### src/rtl/register_file_scoreboard.sv
// Two-read/one-write register file with an optional hardwired zero register,
// optional write-to-read bypass, and a per-register busy scoreboard for hazard detection.
module register_file_scoreboard #(
    parameter int DATA_WIDTH = 32,
    parameter int ADDR_WIDTH = 5,
    parameter bit ZERO_REG   = 1'b1,
    parameter bit BYPASS     = 1'b1
) (
    input  logic                  clk,
    input  logic                  rst,
    input  logic                  writeEnable,
    input  logic [ADDR_WIDTH-1:0] addressWrite,
    input  logic [DATA_WIDTH-1:0] dataWrite,
    input  logic                  issueValid,
    input  logic [ADDR_WIDTH-1:0] issueAddress,
    input  logic [ADDR_WIDTH-1:0] addressA,
    input  logic [ADDR_WIDTH-1:0] addressB,
    output logic [DATA_WIDTH-1:0] dataA,
    output logic [DATA_WIDTH-1:0] dataB,
    output logic                  busyA,
    output logic                  busyB,
    output logic [ADDR_WIDTH:0]   pendingCount
);
    localparam int DEPTH = 2 ** ADDR_WIDTH;

    logic [DATA_WIDTH-1:0] regs_q [DEPTH];
    logic [DEPTH-1:0]      busy_q;
    logic [DEPTH-1:0]      busy_d;
    logic [ADDR_WIDTH:0]   pending_q;
    logic [ADDR_WIDTH:0]   pending_d;
    logic                  write_ok;
    logic                  issue_ok;

    // Anything aimed at the zero register is discarded before it can touch state.
    assign write_ok = writeEnable && !(ZERO_REG && addressWrite == '0);
    assign issue_ok = issueValid  && !(ZERO_REG && issueAddress == '0);

    always_comb begin
        busy_d    = busy_q;
        pending_d = '0;
        if (writeEnable) busy_d[addressWrite] = 1'b0;
        // A same-cycle issue wins: the new writer owns the register.
        if (issue_ok) busy_d[issueAddress] = 1'b1;
        if (ZERO_REG) busy_d[0] = 1'b0;
        for (int i = 0; i < DEPTH; i++) begin
            pending_d = pending_d + {{ADDR_WIDTH{1'b0}}, busy_d[i]};
        end
    end

    always_ff @(posedge clk) begin
        if (rst) begin
            for (int i = 0; i < DEPTH; i++) begin
                regs_q[i] <= '0;
            end
            busy_q    <= '0;
            pending_q <= '0;
        end else begin
            if (write_ok) regs_q[addressWrite] <= dataWrite;
            busy_q    <= busy_d;
            pending_q <= pending_d;
        end
    end

    always_comb begin
        dataA = regs_q[addressA];
        busyA = busy_q[addressA];
        if (BYPASS && write_ok && addressWrite == addressA) begin
            dataA = dataWrite;
            if (!(issue_ok && issueAddress == addressA)) busyA = 1'b0;
        end
        if (ZERO_REG && addressA == '0) begin
            dataA = '0;
            busyA = 1'b0;
        end
    end

    always_comb begin
        dataB = regs_q[addressB];
        busyB = busy_q[addressB];
        if (BYPASS && write_ok && addressWrite == addressB) begin
            dataB = dataWrite;
            if (!(issue_ok && issueAddress == addressB)) busyB = 1'b0;
        end
        if (ZERO_REG && addressB == '0) begin
            dataB = '0;
            busyB = 1'b0;
        end
    end

    assign pendingCount = pending_q;

endmodule

### config.mk
export PLATFORM = sky130hd
export DESIGN_NAME = register_file_scoreboard
export DESIGN_NICKNAME = d
export VERILOG_FILES = /design/src/rtl/register_file_scoreboard.sv
export SDC_FILE = /design/constraint.sdc
export NUM_CORES = 2
export LEC_CHECK = 0
export ABC_AREA = 1
export CAP_MARGIN = 20
export CELL_PAD_IN_SITES_DETAIL_PLACEMENT = 1
export CELL_PAD_IN_SITES_GLOBAL_PLACEMENT = 1
export CORE_AREA = 2 2 382 384
export CTS_CLUSTER_SIZE = 25
export DETAILED_ROUTE_END_ITERATION = 10
export DIE_AREA = 0 0 384 386
export MAX_ROUTING_LAYER = met4
export PLACE_DENSITY_LB_ADDON = 0.1
export SYNTH_ARGS = -nofsm -noshare
export SYNTH_HDL_FRONTEND = slang
export SYNTH_SLANG_ARGS = --single-unit
### constraint.sdc
create_clock -name clk -period 20.6 [get_ports clk]
set_input_delay 4.12 -clock clk [delete_from_list [all_inputs] [get_ports clk]]
set_output_delay 4.12 -clock clk [all_outputs]
set_load 0.05 [all_outputs]
==> ci_impl_report.md <==
### Yosys + OpenROAD results

| Metric | Value |
|---|---|
| Routed WL | 300600 µm |
| Final setup TNS | 0 ns |
| Metal3 WL | 33470 µm |
| CP cell instances | buf_8 > buf_4 > buf_4 > buf_4 > nand2_1 > nand3_1 > nand3_1 > nand2_1 > nor2_1 > nand2_1 > nand2_1 > nor2_1 > nor2_1 > clkdlybuf4s50_1 |
| Post-Layout Cell Count | 10103 |
| Post-CTS setup buffers | 0 |
| Clock transition at path regs | 0.06 ns |
| Average size of a mapped cell | 7.605 µm² |
| Status | finished clean |
| Dpl cell area | 65390 µm² |
| Routed wl met2 | 134000 µm |
| Min Tclk post-route | 13.13 ns |
| Num Clock Sinks | 1061 |
| Mi-comb count | 5585 |
| Cell area leaders | edfxtp_1, nand3_1, nand2_1 |
| Vias in the first global route | 61940 |
| Reg2reg path depth | 15 |
| Main flop type | edfxtp_1 |
| Post-synthesis adder-cell area fraction | 0.8681% |
| Worst VDD drop | 0.08009 mV |
| Worst hold stages | 2 |
| Slowest CP cell | buf_4 |
| Critical path peak fanout | 90 |
| Register area share after synthesis | 49.88% |
| Critical path launch point type | input port |
| Post-synthesis register bit count | 1061 |
| Critical Path RT | 16.48 ns |
| Die area | 148200 µm² |
| Tot GR Track Use | 41.21% |
Routed metal, one color a layer:
Only two layers are drawn.
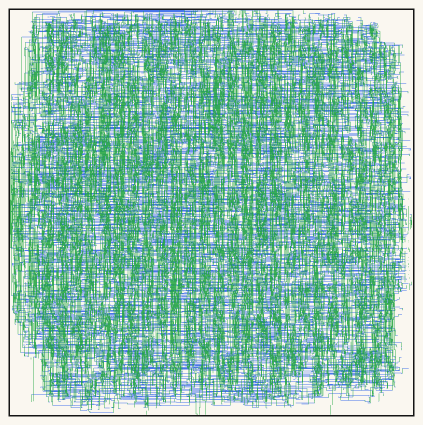
layer	color	wire length
metal 1	blue	116 mm
metal 2	green	134 mm

Sequential cells colored by netlist name:
The bar under the picture is 100 µm long. Other cells in gray.
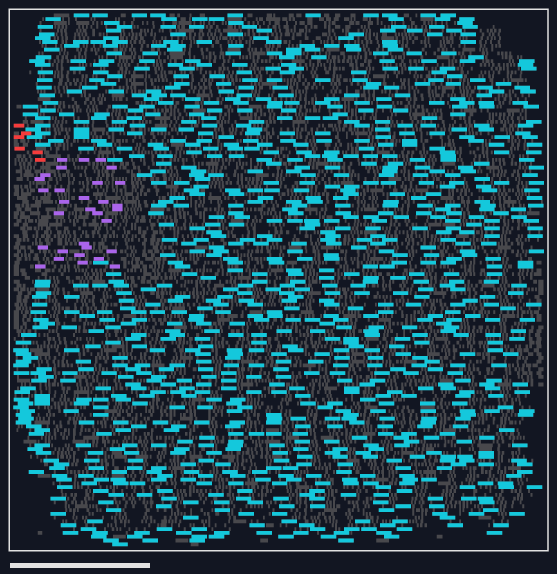
name in the netlist	color	sequential cells
pendingCount	red	6
busy_q	purple	31
regs_q	cyan	1024

The clock network:
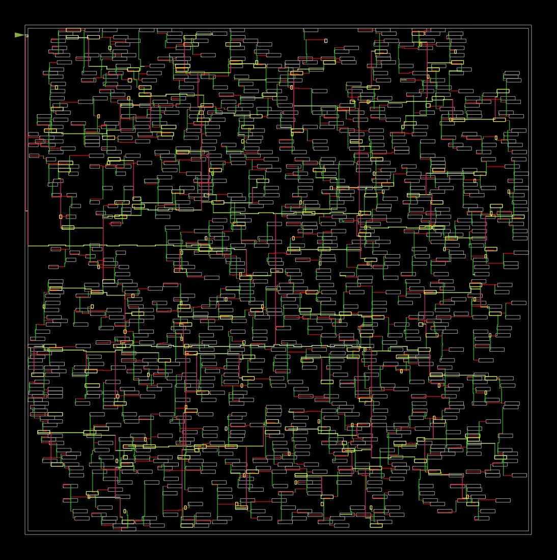
Clock Latency Late Sink: 0.80 ns
CTS buffer count: 133
final clock skew: 0.008407 ns

